### Cell area per tile

Drawn at 3 px/µm. The die is cut into 13 by 13 equal tiles; black is low, pale yellow is high, 0 to 100% covered.
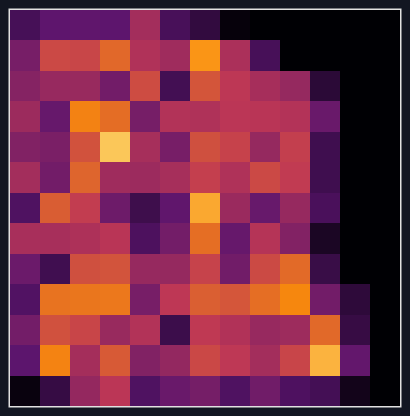
### The metal 2 layer

Drawn at 3 px/µm.
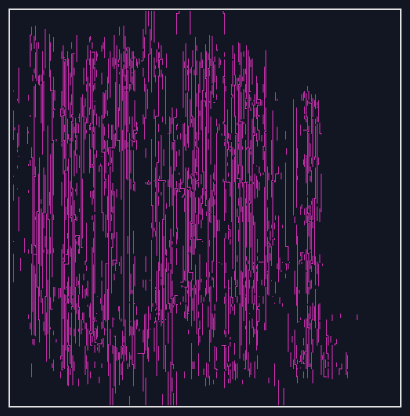
### PDN straps and rails

Drawn at 3 px/µm. Pins as bars on the die edge.
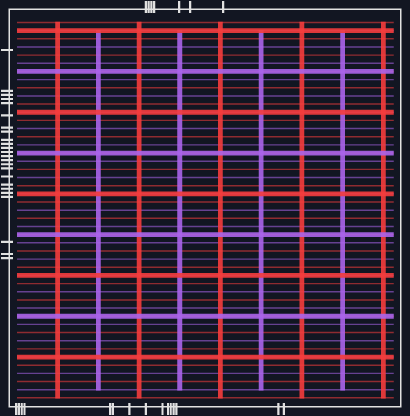
### Sequential cells coloured by netlist name

Drawn at 3 px/µm. Other sequential cells in the stronger grey, the rest of the logic in the fainter grey.
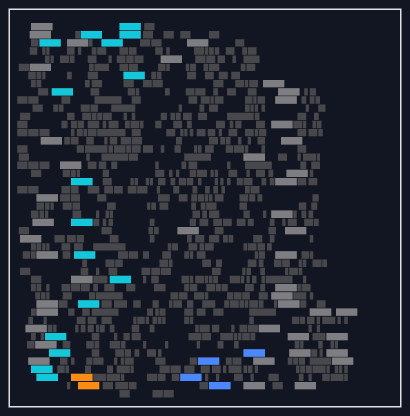
### src/rtl/baud_ctrl_if.sv
// Configuration channel of baud_ctrl: divisor offer/accept handshake plus the illegal-divisor pulse.
interface baud_ctrl_if #(
    parameter int DIV_WIDTH = 16
);
    logic                 cfg_valid;
    logic                 cfg_ready;
    logic [DIV_WIDTH-1:0] cfg_div;
    logic [3:0]           cfg_frac;
    logic                 cfg_err;

    modport master (
        output cfg_valid, cfg_div, cfg_frac,
        input  cfg_ready, cfg_err
    );

    modport slave (
        input  cfg_valid, cfg_div, cfg_frac,
        output cfg_ready, cfg_err
    );
endinterface

### src/rtl/baud_ctrl.sv
// Baud tick scheduler: owns the divisor, emits 16x/1x ticks, defers rate changes to bit boundaries.
// Optional fractional divisor enabled by defining BAUD_CTRL_FRAC_EN.
module baud_ctrl #(
    parameter int          DIV_WIDTH   = 16,
    parameter int unsigned DEFAULT_DIV = 78
) (
    input  logic                 clk_in,
    input  logic                 rst_n,
    input  logic                 tx_en,
    input  logic                 rx_en,
    input  logic                 rx_restart,
    baud_ctrl_if.slave           cfg,
    output logic [DIV_WIDTH-1:0] active_div,
    output logic                 tick16,
    output logic                 tick1
);
    localparam logic [1:0] ST_IDLE = 2'd0;
    localparam logic [1:0] ST_RUN  = 2'd1;
    localparam logic [1:0] ST_PEND = 2'd2;

    localparam logic [DIV_WIDTH-1:0] DIV_RESET = DIV_WIDTH'(DEFAULT_DIV);
    localparam logic [DIV_WIDTH-1:0] DIV_ONE   = DIV_WIDTH'(1);
    localparam logic [DIV_WIDTH-1:0] DIV_MIN   = DIV_WIDTH'(2);

    logic [1:0]           state_q, state_d;
    logic [DIV_WIDTH-1:0] cnt_q, cnt_d;
    logic [DIV_WIDTH-1:0] active_q, active_d;
    logic [DIV_WIDTH-1:0] pend_q, pend_d;
    logic [3:0]           phase_q, phase_d;
    logic [3:0]           frac_q, frac_d;
    logic [3:0]           pfrac_q, pfrac_d;
    logic [3:0]           acc_q, acc_d;
    logic                 tick16_q, tick16_d;
    logic                 tick1_q, tick1_d;
    logic                 err_q, err_d;
    logic                 ready_q, ready_d;

    logic                 run;
    logic                 xfer;
    logic                 take;
    logic                 cnt_zero;
    logic                 bit_end;
    logic [3:0]           frac_in;
    logic [4:0]           acc_sum;

`ifdef BAUD_CTRL_FRAC_EN
    assign frac_in = cfg.cfg_frac;
`else
    // Without the fractional feature the accumulator sees a constant zero and folds away.
    logic frac_unused;
    assign frac_in     = 4'd0;
    assign frac_unused = ^cfg.cfg_frac;
`endif

    assign run      = tx_en | rx_en;
    assign xfer     = cfg.cfg_valid & ready_q;
    assign take     = xfer & (cfg.cfg_div >= DIV_MIN);
    assign cnt_zero = (cnt_q == '0);
    assign bit_end  = cnt_zero & (phase_q == 4'd15);
    assign acc_sum  = {1'b0, acc_q} + {1'b0, frac_q};

    always_comb begin
        state_d  = state_q;
        cnt_d    = cnt_q;
        phase_d  = phase_q;
        active_d = active_q;
        pend_d   = pend_q;
        frac_d   = frac_q;
        pfrac_d  = pfrac_q;
        acc_d    = acc_q;
        tick16_d = 1'b0;
        tick1_d  = 1'b0;
        err_d    = xfer & ~take;

        case (state_q)
            ST_IDLE: begin
                cnt_d   = '0;
                phase_d = '0;
                acc_d   = '0;
                if (take) begin
                    active_d = cfg.cfg_div;
                    frac_d   = frac_in;
                end
                if (run) begin
                    state_d = ST_RUN;
                    cnt_d   = active_d - DIV_ONE;
                end
            end

            ST_RUN, ST_PEND: begin
                if (!run) begin
                    // Stopping never strands a change: a pending or same-cycle divisor lands now.
                    state_d = ST_IDLE;
                    cnt_d   = '0;
                    phase_d = '0;
                    acc_d   = '0;
                    if (state_q == ST_PEND) begin
                        active_d = pend_q;
                        frac_d   = pfrac_q;
                    end else if (take) begin
                        active_d = cfg.cfg_div;
                        frac_d   = frac_in;
                    end
                end else begin
                    if (rx_restart) begin
                        phase_d = 4'd8;
                        acc_d   = '0;
                        if (state_q == ST_PEND) begin
                            active_d = pend_q;
                            frac_d   = pfrac_q;
                            state_d  = ST_RUN;
                        end
                        cnt_d = active_d - DIV_ONE;
                    end else if (cnt_zero) begin
                        tick16_d = 1'b1;
                        tick1_d  = (phase_q == 4'd15);
                        phase_d  = phase_q + 4'd1;
                        if (bit_end && (state_q == ST_PEND)) begin
                            active_d = pend_q;
                            frac_d   = pfrac_q;
                            acc_d    = '0;
                            state_d  = ST_RUN;
                            cnt_d    = pend_q - DIV_ONE;
                        end else begin
                            // A carry out of the sixteenths accumulator stretches the next period by one.
                            acc_d = acc_sum[3:0];
                            cnt_d = acc_sum[4] ? active_q : (active_q - DIV_ONE);
                        end
                    end else begin
                        cnt_d = cnt_q - DIV_ONE;
                    end

                    if (take) begin
                        pend_d  = cfg.cfg_div;
                        pfrac_d = frac_in;
                        state_d = ST_PEND;
                    end
                end
            end

            default: begin
                state_d = ST_IDLE;
                cnt_d   = '0;
                phase_d = '0;
                acc_d   = '0;
            end
        endcase

        ready_d = (state_d != ST_PEND);
    end

    always_ff @(posedge clk_in) begin
        if (!rst_n) begin
            state_q  <= ST_IDLE;
            cnt_q    <= '0;
            phase_q  <= '0;
            active_q <= DIV_RESET;
            pend_q   <= DIV_RESET;
            frac_q   <= '0;
            pfrac_q  <= '0;
            acc_q    <= '0;
            tick16_q <= 1'b0;
            tick1_q  <= 1'b0;
            err_q    <= 1'b0;
            ready_q  <= 1'b1;
        end else begin
            state_q  <= state_d;
            cnt_q    <= cnt_d;
            phase_q  <= phase_d;
            active_q <= active_d;
            pend_q   <= pend_d;
            frac_q   <= frac_d;
            pfrac_q  <= pfrac_d;
            acc_q    <= acc_d;
            tick16_q <= tick16_d;
            tick1_q  <= tick1_d;
            err_q    <= err_d;
            ready_q  <= ready_d;
        end
    end

    assign active_div    = active_q;
    assign tick16        = tick16_q;
    assign tick1         = tick1_q;
    assign cfg.cfg_err   = err_q;
    assign cfg.cfg_ready = ready_q;

endmodule

### src/flat_wrapper.sv
// flat-port wrapper written by rule: the top's interface ports become plain ports
module baud_ctrl_flat 
#(
    parameter int          DIV_WIDTH   = 16,
    parameter int unsigned DEFAULT_DIV = 78
)
  (clk_in, rst_n, tx_en, rx_en, rx_restart, active_div, tick16, tick1, cfg_cfg_valid, cfg_cfg_div, cfg_cfg_frac, cfg_cfg_ready, cfg_cfg_err);
  baud_ctrl_if #(.DIV_WIDTH(DIV_WIDTH)) cfg_i ();
  input  logic clk_in;
  input  logic rst_n;
  input  logic tx_en;
  input  logic rx_en;
  input  logic rx_restart;
  output logic [DIV_WIDTH-1:0] active_div;
  output logic tick16;
  output logic tick1;
  input wire logic [$bits(cfg_i.cfg_valid)-1:0] cfg_cfg_valid;
  input wire logic [$bits(cfg_i.cfg_div)-1:0] cfg_cfg_div;
  input wire logic [$bits(cfg_i.cfg_frac)-1:0] cfg_cfg_frac;
  output wire logic [$bits(cfg_i.cfg_ready)-1:0] cfg_cfg_ready;
  output wire logic [$bits(cfg_i.cfg_err)-1:0] cfg_cfg_err;
  assign cfg_i.cfg_valid = cfg_cfg_valid;
  assign cfg_i.cfg_div = cfg_cfg_div;
  assign cfg_i.cfg_frac = cfg_cfg_frac;
  assign cfg_cfg_ready = cfg_i.cfg_ready;
  assign cfg_cfg_err = cfg_i.cfg_err;
  baud_ctrl #(.DIV_WIDTH(DIV_WIDTH), .DEFAULT_DIV(DEFAULT_DIV)) u_core (.clk_in(clk_in), .rst_n(rst_n), .tx_en(tx_en), .rx_en(rx_en), .rx_restart(rx_restart), .cfg(cfg_i), .active_div(active_div), .tick16(tick16), .tick1(tick1));
endmodule
### config.mk
export PLATFORM = sky130hd
export DESIGN_NAME = baud_ctrl_flat
export DESIGN_NICKNAME = d
export VERILOG_FILES = /design/src/rtl/baud_ctrl_if.sv /design/src/rtl/baud_ctrl.sv /design/src/flat_wrapper.sv
export SDC_FILE = /design/constraint.sdc
export NUM_CORES = 1
export LEC_CHECK = 0
export ABC_CLOCK_PERIOD_IN_PS = 8100
export CAP_MARGIN = 20
export CELL_PAD_IN_SITES_DETAIL_PLACEMENT = 0
export CELL_PAD_IN_SITES_GLOBAL_PLACEMENT = 1
export CORE_AREA = 2 2 128 130
export DETAILED_ROUTE_END_ITERATION = 12
export DIE_AREA = 0 0 130 132
export HOLD_SLACK_MARGIN = 0.03
export MAX_ROUTING_LAYER = met4
export PLACE_DENSITY = 0.65
export RECOVER_POWER = 25
export SYNTH_ARGS = -nofsm -noshare
export SYNTH_HDL_FRONTEND = slang
export SYNTH_SLANG_ARGS = --single-unit
export TNS_END_PERCENT = 10
### constraint.sdc
create_clock -name clk_in -period 8.1 [get_ports clk_in]
set_input_delay 1.62 -clock clk_in [delete_from_list [all_inputs] [get_ports clk_in]]
set_output_delay 1.62 -clock clk_in [all_outputs]
set_load 0.01 [all_outputs]
==> flow_metrics.env <==
# physical design summary
export IMPL_ys_cells=703
export IMPL_flops=66
export IMPL_cpPeakStageDelay_ns=0.67
export IMPL_fp_util=0.344
export IMPL_tap_cells=216
export IMPL_wl_um=19000
export IMPL_ys_warnings_count=0
export IMPL_drt_met1_wl_um=8920
export IMPL_yosysTopAreaCellShare=0.244
export IMPL_syn_mean_instance_area_um2=7.70
export IMPL_cts_root_buf="clkbuf_16"
export IMPL_dpl_hpwl_um=14300
export IMPL_clkbuf_count=11
export IMPL_p_sw_mw=0.513
export IMPL_r2r_cells=9
export IMPL_slew_limit_headroom=0.213
export IMPL_worst_ep_arrival_time_ns=5.55
export IMPL_comb_power_share=0.351
export IMPL_syn_num_nets=744
export IMPL_htree_levels=3
export IMPL_core_area_mm2=0.0157
export IMPL_hp_start="u_core.frac_q[2]$_SDFFE_PN0P_"
export IMPL_firstDrtPassIters=5
export IMPL_sh_seq_area=0.213
export IMPL_wl_per_cell_um=20.5
export IMPL_synth_mux_area_fraction=0.0506
export IMPL_power_mw=1.31
export IMPL_cts_buffer_depth=2
export IMPL_busiest_layer="met2"
export IMPL_setup_tns_ns=0
export IMPL_register_area_mm2=0.00132
export IMPL_power_leader="combinational logic"
export IMPL_p_leak_nw=2.21
export IMPL_edf_count=0
export IMPL_cts_sinks=66
export IMPL_powerDensity_mw_per_mm2=212
export IMPL_cts_tree="built"
export IMPL_area_leaders="dfxtp_1, xnor2_1, nor2_1, nand2_1, xor2_1"
export IMPL_buf_share=0.0776
export IMPL_internal_power_mw=0.800
export IMPL_drc_errors=0
export IMPL_clock_power_share=0.317
export IMPL_worstMarginPinSlew_ns=1.18
export IMPL_drv_cap=0
export IMPL_io_buffers=41
export IMPL_routed_via_density=5.79
export IMPL_met3_usage=0.0256
export IMPL_fin_cells=929
export IMPL_p_clk_mw=0.417
export IMPL_hold_viol=0
export IMPL_nNetsFinal=749
export IMPL_grt_antenna_before_repair=0
export IMPL_syn_to_final_growth_pct=14.7
export IMPL_drive_above_1_share=0.0631
export IMPL_first_global_vias=5157
export IMPL_path_depth=11
export IMPL_grt_max_degree=37
export IMPL_mostFrequentLayoutCell="nor2_1"
export IMPL_nonClockInverterCount=15
export IMPL_gp_congestion=0.938
export IMPL_antennaDiodeCount=0
export IMPL_r2r_end="u_core.cnt_q[10]$_SDFF_PN0_"
export IMPL_setup_slack_ns=2.74
export IMPL_outcome="complete, no violations"
export IMPL_simple_gate_area_frac=0.263
export IMPL_drtAntennaViolNets=0
export IMPL_critical_path_top_delay_family="simple AND/OR/NAND/NOR gates"
export IMPL_logic_gates=565
export IMPL_ys_sh_adder=0.0361
export IMPL_post_cts_setup_buffers=0
export IMPL_synthXorXnorAreaFrac=0.118
export IMPL_largest_class="combinational gates"
export IMPL_fillers=1634
export IMPL_syn_instance_count=703
export IMPL_rows=46
export IMPL_powerComb_mw=0.461
export IMPL_design_area_mm2=0.00620
export IMPL_most_common_layout_cells="nor2_1, nand2_1, dfxtp_1"
export IMPL_criticalPathCategory="primary input to register"
export IMPL_grtUsageMet1=0.322
export IMPL_period_used=0.662
export IMPL_rsz0062_at_grt="no"
## Picture notes: 'Cell area per tile'
The fullest tile reaches 88%. The emptiest ninth of the die: top right. 2.4% of the tiles are over 75% full. 17% of the tiles are nearly empty. The mean over all tiles is 35%.

## Picture notes: 'The metal 2 layer'
The layer holds 45% of the routed length. The longest straight run is 79.9 µm. 570 nets have wire on it. The layer carries 8620 µm of wire.

## Picture notes: 'PDN straps and rails'
Key: purple = VDD; red = VSS
The core has 46 rows. 9 straps on met4.

## Picture notes: 'Sequential cells coloured by netlist name'
Key: orange = u_core.state_q [placed flops 2]; blue = u_core.phase_q [placed flops 4, where bottom middle]; cyan = u_core.active_div [placed flops 16]

